===== src/rtl/ordered_commit_arbiter.sv =====
// In-order result commit: an order queue of channel indices selects which
// execution-unit channel may hand its result to the single writeback register.
module ordered_commit_arbiter #(
    parameter  int unsigned NUM_CH     = 4,
    parameter  int unsigned DATA_WIDTH = 64,
    parameter  int unsigned DEPTH      = 8,
    localparam int unsigned CH_W       = (NUM_CH > 1) ? $clog2(NUM_CH) : 1,
    localparam int unsigned CNT_W      = $clog2(DEPTH + 1)
) (
    input  logic                         clk,
    input  logic                         rst,
    input  logic                         ord_tvalid,
    output logic                         ord_tready,
    input  logic [CH_W-1:0]              ord_tdata,
    input  logic [NUM_CH-1:0]            ch_tvalid,
    output logic [NUM_CH-1:0]            ch_tready,
    input  logic [NUM_CH*DATA_WIDTH-1:0] ch_tdata,
    output logic                         out_tvalid,
    input  logic                         out_tready,
    output logic [DATA_WIDTH-1:0]        out_tdata,
    output logic [CH_W-1:0]              out_tid,
    output logic [CNT_W-1:0]             count,
    output logic                         err,
    input  logic                         invalidate
);

    localparam int unsigned PTR_W = $clog2(DEPTH);

    logic [CH_W-1:0]       r_mem [DEPTH];
    logic [PTR_W-1:0]      r_rd;
    logic [PTR_W-1:0]      r_wr;
    logic [CNT_W-1:0]      r_count;
    logic                  r_out_tvalid;
    logic [DATA_WIDTH-1:0] r_out_tdata;
    logic [CH_W-1:0]       r_out_tid;
    logic                  r_err;

    logic [CH_W-1:0]       w_head;
    logic                  w_nonempty;
    logic                  w_legal;
    logic                  w_load_ok;
    logic                  w_ord_tready;
    logic                  w_push;
    logic                  w_commit;
    logic                  w_drop;
    logic                  w_pop;
    logic [NUM_CH-1:0]     w_ch_tready;
    logic [DATA_WIDTH-1:0] w_sel_data;

    assign w_head       = r_mem[r_rd];
    assign w_nonempty   = (r_count != '0);
    assign w_legal      = (32'(w_head) < 32'(NUM_CH));
    assign w_load_ok    = !r_out_tvalid || out_tready;
    assign w_ord_tready = (r_count != CNT_W'(DEPTH)) && !invalidate;
    assign w_push       = ord_tvalid && w_ord_tready;
    assign w_commit     = |(ch_tvalid & w_ch_tready);
    // Heads naming a nonexistent channel are discarded so the queue cannot wedge
    assign w_drop       = w_nonempty && !w_legal && !invalidate;
    assign w_pop        = w_commit || w_drop;

    // Only the head channel may be ready, and only when the output can load
    always_comb begin
        w_ch_tready = '0;
        w_sel_data  = '0;
        for (int unsigned i = 0; i < NUM_CH; i++) begin
            if (32'(w_head) == i) begin
                w_ch_tready[i] = w_nonempty && w_legal && w_load_ok && !invalidate;
                w_sel_data     = ch_tdata[i*DATA_WIDTH +: DATA_WIDTH];
            end
        end
    end

    always_ff @(posedge clk) begin
        if (w_push) begin
            r_mem[r_wr] <= ord_tdata;
        end
    end

    always_ff @(posedge clk or posedge rst) begin
        if (rst) begin
            r_rd         <= '0;
            r_wr         <= '0;
            r_count      <= '0;
            r_out_tvalid <= 1'b0;
            r_out_tdata  <= '0;
            r_out_tid    <= '0;
            r_err        <= 1'b0;
        end else if (invalidate) begin
            r_rd         <= '0;
            r_wr         <= '0;
            r_count      <= '0;
            r_out_tvalid <= 1'b0;
            r_err        <= 1'b0;
        end else begin
            if (w_push) begin
                r_wr <= r_wr + PTR_W'(1);
            end
            if (w_pop) begin
                r_rd <= r_rd + PTR_W'(1);
            end
            if (w_push && !w_pop) begin
                r_count <= r_count + CNT_W'(1);
            end else if (!w_push && w_pop) begin
                r_count <= r_count - CNT_W'(1);
            end
            if (w_commit) begin
                r_out_tvalid <= 1'b1;
                r_out_tdata  <= w_sel_data;
                r_out_tid    <= w_head;
            end else if (out_tready) begin
                r_out_tvalid <= 1'b0;
            end
            r_err <= w_drop;
        end
    end

    assign ord_tready = w_ord_tready;
    assign ch_tready  = w_ch_tready;
    assign out_tvalid = r_out_tvalid;
    assign out_tdata  = r_out_tdata;
    assign out_tid    = r_out_tid;
    assign count      = r_count;
    assign err        = r_err;

endmodule


===== config.mk =====
export PLATFORM = sky130hd
export DESIGN_NAME = ordered_commit_arbiter
export DESIGN_NICKNAME = d
export VERILOG_FILES = /design/src/rtl/ordered_commit_arbiter.sv
export SDC_FILE = /design/constraint.sdc
export NUM_CORES = 1
export LEC_CHECK = 0
export ABC_CLOCK_PERIOD_IN_PS = 9900
export CORE_AREA = 3 3 134 136
export CTS_CLUSTER_SIZE = 14
export DETAILED_ROUTE_END_ITERATION = 16
export DIE_AREA = 0 0 137 139
export GPL_ROUTABILITY_DRIVEN = 0
export PLACE_DENSITY_LB_ADDON = 0.2
export SLEW_MARGIN = 20
export SYNTH_ARGS = -nofsm -noshare
export SYNTH_HDL_FRONTEND = slang
export SYNTH_SLANG_ARGS = --single-unit

===== constraint.sdc =====
create_clock -name clk -period 9.9 [get_ports clk]
set_input_delay 0.99 -clock clk [delete_from_list [all_inputs] [get_ports clk]]
set_output_delay 0.99 -clock clk [all_outputs]
set_load 0.01 [all_outputs]

### Placement by cell class, run 1

Drawn at 3 px/um. Fill, decap, tap and diode cells in gray.
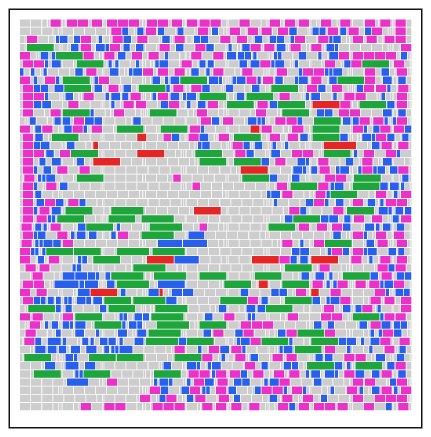
Key: green = flip-flops [cells 93]; red = clock drivers and dummy loads [cells 16]; blue = all other logic [cells 473]; magenta = other buffers and delay cells [cells 347]

### Congestion heat map, run 1

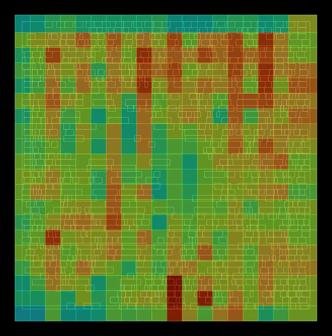
GR Util met3: 6.096%
GR Util met1: 26.64%
grt met2 use: 38.37%
WL per Instance: 18.85 um
Overall Global Routing Usage: 21.89%

==> job_summary.md, run 1 <==
### Flow metrics

| Metric | Value |
|---|---|
| Power share of the combinational group | just under 60% |
| Status | completed |
| Crit path DRT | 10120 ps |
| Root buffer cell | clkbuf_16 |
| TNS Setup | 0 ps |
| Number of gates resized after cts | 0 |
| Distinct lib cells | 36 |
| RSZ-0062 raised after global routing | false |
| Avg Cell Area, Syn | roughly 9 sq um |
| OpenROAD warning count | 28 |
| Clock sink count | slightly above 90 |
| Ports | approximately 340 |
| Sequential area share after synthesis | about two fifths |
| Synth warn | 0 |
| TritonCTS Buffers | 9 |
| Share of cells above drive strength 1 | under 10% |
| Crit Path Max Fanout | between 60 and 70 |
| Worst setup startpoint | r_rd[0]$_DFFE_PP0P_ |
| Via density | roughly 5.2 |
| Floorplan utilization | about a third |
| Beginning of the worst hold path | out_tdata[63]$_DFFE_PP0P_ |
| F_max | about 220 MHz |
| Final slew viol count | 0 |
| Post-Syn Instances | between 600 and 700 |
| Internal | around 1.4 mW |
| Post-synth top area cell | dfrtp_1 |
| Worst Hold Path EP | out_tdata[63]$_DFFE_PP0P_ |
| Critical path class | register to register |
| Tightest Pin Transition | between 1000 and 1500 ps |
| GRT overflow | 0 |
| Initial antenna violation count | 0 |
| Critical Path End Type | register |
| Clk_lat worst skew | about 340 ps |
| Maximum Capacitance Violations | 0 |
| Final min period | between 4000 and 5000 ps |
| Final setup fails | 0 |
| Min-delay worst type | register to register |
| DRT iter0 DRCs | 348 |
| Rel. slew slack | 30.76% |
| Power density cells | approximately 250 nW/um^2 |
| Fin. Hold Viols | 0 |
| Top cells, area | dfrtp_1 (34%), a311oi_1 (9.7%), nand2_1 (9.2%) |
| Floorplan Nets | 902 |
| Reg clk slew, reported paths | 70 ps |
| H-tree depth | 3 |
| Final Net Count | 1196 |
| Netlist Area Pre-Place | between 5000 and 6000 sq um |
| Vias | around 6.0k |
| I/O Buffers | ~340 |
| Sw Ratio | 41.19% |
| Clock Power Share | between 10% and 20% |
| WL final | about 22000 um |
| CP startpoint kind | register |
| Die ar. | around 19000 sq um |
| Layout area overhead | 65.86% |
| Post-CTS setup buffers | 0 |
| Pre-antenna DRT Iters | 4 |
| Reg2Reg Setup Slack | 5420 ps |
| Antenna cells | 0 |
| Rows | 48 |
| Leak | between 4 and 5 nW |
| CTS tree | built |
| Cts hold-fix bufs | 0 |
| Hold depth | 1 |
| Max-area cell share | 33.51% |
| Residual DRC | 0 |
| Yosys cell count | around 630 |
| Placed cells | between 1k and 1.5k |
| Worst reg2reg path depth | 11 |
| Worst r2r dst | count[3]$_DFFE_PP0P_ |
| Final period utilization | 45.24% |
| Yosys synthesis chip area | roughly 5800 sq um |
| Largest net degree at the start of global routing | 111 |
| Clock buffer depth | 2 |
| DP Wirelength | approximately 16000 um |
| Reg power frac | about a quarter |
| Setup Skew | around 11 ps |
| Synth flops | a little over 90 |
| Arrival time worst endpoint | between 4000 and 5000 ps |
| Antenna Nets Post-Route | 0 |
| Vias in the first global route | between 5k and 6k |
| First-pass GRT wire length | 32810 um |
| Sw Pwr | roughly 1000 uW |
| RR Startpoint | r_rd[0]$_DFFE_PP0P_ |
| Critical Path Sink | count[3]$_DFFE_PP0P_ |
| Finished Layout Cells | 1154 |
### Floorplan with the power grid, run 1

Drawn at 3 px/um. Pins as bars on the die edge.
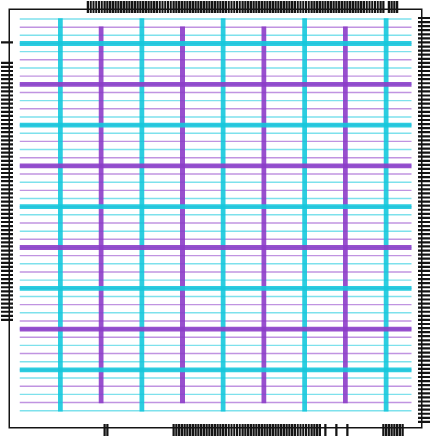
Key: purple = VDD; cyan = VSS
9 straps on met4. 49 met1 rails follow the rows.
Die Height: 139 um
Worst VDD drop: 0.0001737 V
core area: 17060 sq um
Die Wd: 137 um

[run 1: stage by stage]
stage / util, % / hold WS (ps) / instance area, sq um / worst slack (ps) / total power [mW]
finish: 55.92 / 475.8 / 9538 / 5421 / 2.400
detailed placement: 54.15 / 464.5 / 9236 / 5203 / 2.075
CTS: 55.90 / 479.3 / 9534 / 5347 / 2.441
floorplan: - / 517.8 / 5751 / 6288 / 1.475
global placement: 54.15 / 458.2 / 9236 / 5378 / 2.061
global route: 55.92 / 486.8 / 9538 / 5118 / 2.579
[run 1: routing by layer]
| layer | global-route usage (%) | part of all wire, % | vias to the layer above | routed length (um) |
|---|---|---|---|---|
| met4 | 4.727 | 1.4 | 0 | 301 |
| li1 | - | - | 2894 | - |
| met1 | 26.64 | 39 | 2850 | 8590 |
| met2 | 38.37 | 51 | 219 | 11020 |
| met5 | 0 | 0 | - | 0 |
| met3 | 6.096 | 8.5 | 21 | 1843 |
[run 1: cells in the final DEF, fill, tap and decap left out, types with 3 or more instances in the layout]
cell,n
a21o_1,66
clkbuf_16,9
mux4_2,3
a311oi_1,64
o21ai_1,3
nand2_1,140
inv_1,3
dfrtp_1,77
nor2_1,9
clkdlybuf4s50_1,342
nand2b_1,6
a21oi_1,4
nand3b_1,4
mux2i_1,9
and2_1,65
ha_1,4
buf_4,4
edfxtp_1,16
nor3_1,3
a211oi_1,64
[run 1: cell usage after synthesis]
cell type	count
a211oi_1	64
a311oi_1	64
nor4_1	1
nand2_1	141
inv_1	4
and3_1	1
fa_1	1
a21o_1	66
inv_2	1
a2bb2oi_1	1
buf_4	8
nor2b_1	1
edfxtp_1	16
nand3b_1	4
mux4_2	4
nor3_1	3
a21oi_1	4
xor2_1	2
nor2_1	9
a221oi_1	1
o21ai_0	1
o21ai_1	3
nand3_1	2
mux2_2	1
ha_1	4
nand2b_1	6
dfrtp_1	77
nor4b_1	2
nor3b_1	2
xnor2_1	2
mux2_1	2
conb_1	1
clkbuf_1	45
and2_1	65
mux2i_1	10
buf_2	11
[run 1: power by group through the flow]
stage          clock network [mW]  registers [mW]  logic, mW
5_1_grt                     0.379           0.658       1.54
3_3_place_gp                    0           0.640       1.42
3_5_place_dp                    0           0.647       1.43
6_report                    0.350           0.639       1.41
4_1_cts                     0.364           0.641       1.44
2_1_floorplan                   0           0.690      0.785
[run 1: final cells by class]
class	instances	area, sq um
Clock inverter	6	68.82
Multi-Input combinational cell	468	3067
Inverter	5	20.02
Sequential cell	93	2407
Tap cell	225	281.5
Clock buffer	10	229.0
Fill cell	1554	7518
Timing Repair Buffer	347	3465
[run 1: critical path: stages, from the launching register on]
cell and delay [ps]:
dfrtp_1 600, mux4_2 600, mux2_4 470, mux4_2 570
nand2_4 570, nand2_1 230, ha_1 340, a21o_1 170
a21o_1 200, and3_1 190, a221oi_1 270, a2bb2oi_1 100
[run 1: cells by family after synthesis]
group           synth area share, %
other cells                 0.06521
flops                         41.86
simple gates                  19.36
compound gates                27.72
mux                           3.895
buf+inv                       5.265
xor+xnor                     0.6093
fa+ha+maj                     1.218
[run 1: sequential cells by signal, indices dropped and copies added, names as in the netlist]
name	flops
r_rd	3
r_mem	16
out_tid	2
r_wr	3
out_tvalid	1
out_tdata	64
count	4
### Sequential cells grouped by signal name, run 1

Drawn at 3 px/um. Other sequential cells in the stronger gray, the rest of the logic in the fainter gray.
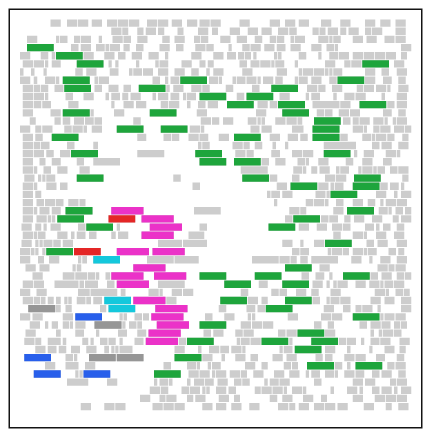

==> inputs of run 2 (changes only) <==
ABC_CLOCK_PERIOD_IN_PS = 4280   (was 9900)
CORE_AREA = 3 3 131 133   (was 3 3 134 136)
DIE_AREA = 0 0 134 136   (was 0 0 137 139)
clock period = 4.28 ns   (was 9.9 ns; I/O delays follow)
### Sequential cells grouped by signal name, run 2

Drawn at 3 px/um. Other sequential cells in the stronger gray, the rest of the logic in the fainter gray.
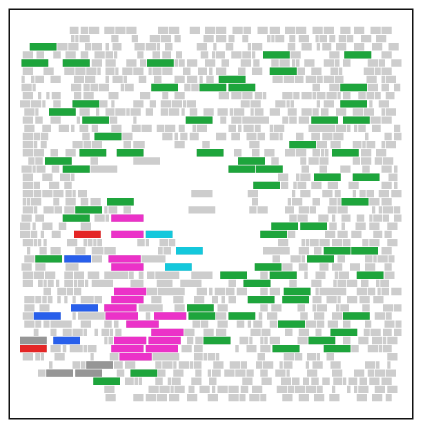
Key: magenta = r_mem [sequential cells 16]; blue = count [sequential cells 4, where bottom left]; green = out_tdata [sequential cells 64, where widely spread]; cyan = r_rd [sequential cells 3]; red = out_tid [sequential cells 2]
Another 4 sequential cells are not colored.

### Clock wires, drivers and flops, run 2

Drawn at 4 px/um.
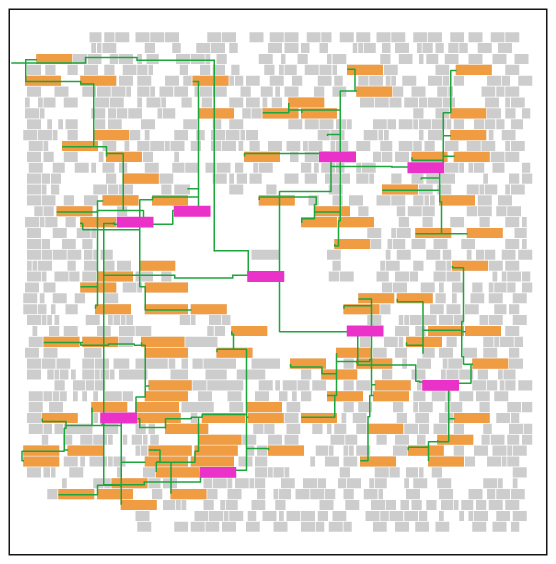
Key: orange = flip-flops [count 93]; magenta = cells driving clock nets [count 9]; green = clock wires [length 1340 um]
Position of the flops: widely spread.

==> job_summary.md, run 2 <==
### Flow metrics

| Metric | Value |
|---|---|
| Residual DRC | 0 (unchanged) |
| Via density | 5.179 (-0.13%) |
| Most numerous logic cell after layout | clkdlybuf4s50_1 |
| Status | completed |
| Crit path DRT | 3850 ps (-6270 ps) |
| RSZ-0062 raised after global routing | false |
| Fraction of registers with async set/reset | 82.80% (unchanged) |
| Synth flops | 93 (unchanged) |
| Fin. Hold Viols | 0 (unchanged) |
| Sequential area share after synthesis | 41.86% (unchanged) |
| Antenna cells | 0 (unchanged) |
| Critical path's slowest cell | mux4_4 |
| Rows | 46 (-4.2%) |
| Worst Hold Path EP | out_tdata[40]$_DFFE_PP0P_ |
| Avg Cell Area, Syn | 9.128 sq um (unchanged) |
| Yosys synthesis chip area | 5751 sq um (unchanged) |
| Post-CTS setup buffers | 0 (unchanged) |
| Setup Skew | 7.156 ps (-3.840 ps) |
| TritonCTS Buffers | 9 (unchanged) |
| Power share of the combinational group | 59.9% (+1.1 points) |
| Worst reg2reg path depth | 11 (unchanged) |
| Flip-flops with a built-in enable | 16 (unchanged) |
| OpenROAD warning count | 30 (+7.1%) |
| Fillers | 1437 (-7.5%) |
| Arrival time worst endpoint | 3120 ps (-1580 ps) |
| Final min period | around 3600 ps |
| Synth warn | 0 (unchanged) |
| Leak | 4.064 nW (+0.59%) |
| Final setup fails | 0 (unchanged) |
| Synth top cells by count | nand2_1 (141), dfrtp_1 (77), a21o_1 (66) |
| RR Startpoint | r_rd[0]$_DFFE_PP0P_ |
| Post-synth top area cell | dfrtp_1 |
| Placement-stage cell area | 9298 sq um (+0.66%) |
| Internal | 3.271 mW (+130%) |
| CTS tree | built |
| Sw Ratio | 41.41% (+0.22 points) |
| Layout area overhead | 66.60% |
| Number of gates resized after cts | 0 (unchanged) |
| Hold depth | 1 (unchanged) |
| Place WS | 734.3 ps (-4468 ps) |
| DP Wirelength | 15720 um (-1.3%) |
| WL final | 21720 um (-0.15%) |
| Antenna Nets Post-Route | 0 (unchanged) |
| Tightest Pin Transition | 968.8 ps (-69.77 ps) |
| F_max | between 200 and 300 MHz |
| Post-Syn Instances | 630 (unchanged) |
| Top Layout Cells | clkdlybuf4s50_1 (342), nand2_1 (140), dfrtp_1 (77), a21o_1 (66), and2_1 (65) |
| Worst path max stage delay | 670 ps (+70 ps) |
| Final period utilization | roughly 83% |
| GRT overflow | 0 (unchanged) |
| Share of cells above drive strength 1 | 3.541% (+0.42 points) |
| Power density cells | 582.7 nW/um^2 (+130%) |
| Clock buffer depth | 2 (unchanged) |
| Yosys cell count | 630 (unchanged) |
| Reg2Reg Setup Slack | 730 ps (-4690 ps) |
| DRT iter0 DRCs | 308 (-11%) |
| Largest net degree at the start of global routing | 139 (+25%) |
| Die ar. | 18220 sq um (-4.3%) |
| Max-area cell share | 33.51% (unchanged) |
| Overall Global Routing Usage | 22.76% (+0.87 points) |
| Finished Cell Area | 9580 sq um (+0.45%) |
| Reg clk slew, reported paths | 70 ps (about the same) |
| Reg power frac | 26.2% (-0.4 points) |
| Max FFs per register | 64 (unchanged) |
| Beginning of the worst hold path | out_tdata[40]$_DFFE_PP0P_ |
| WL per Instance | 18.92 um (+0.37%) |
| Clk_lat worst skew | 350 ps (about the same) |
| Vias | 5945 (-0.65%) |
| Final slew viol count | 0 (unchanged) |
| Dominant flop cell | dfrtp_1 |
### Floorplan with the power grid, run 2

Drawn at 3 px/um. Pins as bars on the die edge.
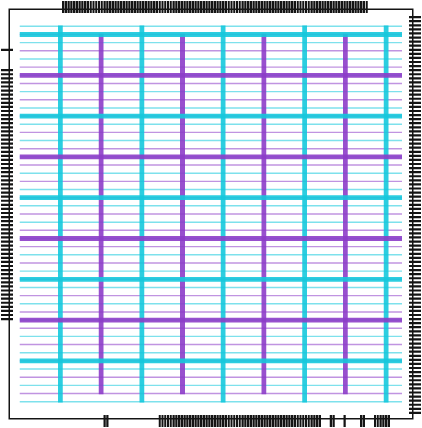
Key: cyan = VSS; purple = VDD
344 signal pins sit on the boundary. 9 straps on met4. 47 met1 rails follow the rows. 9 straps on met5. The core has 46 rows.
core area: 15940 sq um
Die Wd: 134 um
Die Height: 136 um
Worst VDD drop: 0.0005652 V

==> run 2: cell counts after synthesis <==
No cell type changed its count.
==> run 2: metal layers <==
layer / track usage [%] / vias to the layer above / share of wire [%]
li1: - / 2894 / -
met5: 0 / - / 0
met4: 5.657 / 0 / 1.5
met2: 39.22 / 210 / 50
met1: 27.26 / 2821 / 39
met3: 8.031 / 20 / 8.8
==> run 2: logic make-up (layout without fill, tap and decap cells) <==
| group | count (synthesis) | after routing | share of synthesized area, % |
|---|---|---|---|
| and+or+nand+nor | 237 | 237 | 19.36 |
| AOI/OAI and AO/OA | 204 | 204 | 27.72 |
| DFF | 93 | 93 | 41.86 |
| buffers and inverters | 69 | 371 | 5.265 |
| muxes | 17 | 17 | 3.895 |
| adders and majority gates | 5 | 5 | 1.218 |
| xor gates and xnor gates | 4 | 4 | 0.6093 |
| other | 1 | 1 | 0.06521 |
==> run 2: cell type report <==
class	instances	area (sq um)	share of cell area, %
inverter	5	20.02	0.2090
clock buffer	9	225.2	2.351
tap	216	270.3	2.821
multi-input combinational	468	3067	32.01
timing repair buffer	350	3533	36.88
sequential	93	2407	25.13
clock inverter	7	57.56	0.6008
==> run 2: how the worst max path moves through the flow <==
stage,slack (ps),depth (start not counted),from,to
2_1_floorplan,670,14,r_rd[0]$_DFFE_PP0P_,count[3]$_DFFE_PP0P_
3_3_place_gp,780,11,r_rd[0]$_DFFE_PP0P_,count[3]$_DFFE_PP0P_
3_5_place_dp,730,11,r_rd[0]$_DFFE_PP0P_,count[3]$_DFFE_PP0P_
4_1_cts,720,11,r_rd[0]$_DFFE_PP0P_,count[3]$_DFFE_PP0P_
5_1_grt,530,11,r_rd[0]$_DFFE_PP0P_,count[3]$_DFFE_PP0P_
6_report,730,6,r_rd[0]$_DFFE_PP0P_,ch_tready[1]
==> run 2: stage by stage <==
step | utilization, % | hold slack, ps | power [mW] | cells
after floorplan | - | 517.8 | 3.413 | 630
after global placement | 58.32 | 457.4 | 4.817 | 1132
after detailed placement | 58.32 | 464.5 | 4.849 | 1132
after CTS | 60.09 | 479.6 | 5.657 | 1148
after global routing | 60.09 | 492.9 | 5.977 | 1148
final | 60.09 | 472.9 | 5.582 | 1148
==> run 2: power groups by stage <==
stage,clock network [mW],logic [mW],registers (mW)
after global routing,0.844,3.63,1.50
final,0.775,3.35,1.46
after CTS,0.803,3.39,1.46
after global placement,0,3.35,1.47
after floorplan,0,1.82,1.60
after detailed placement,0,3.37,1.48
==> run 2: worst max-delay path, delay by kind of cell, from the launching register on <==
kind	cells	cell delay, ps
DFF	1	600
buffers and inverters	2	800
and+or+nand+nor	2	400
muxes	2	800
No activity file was given, so power comes from the tool's default toggle rates.
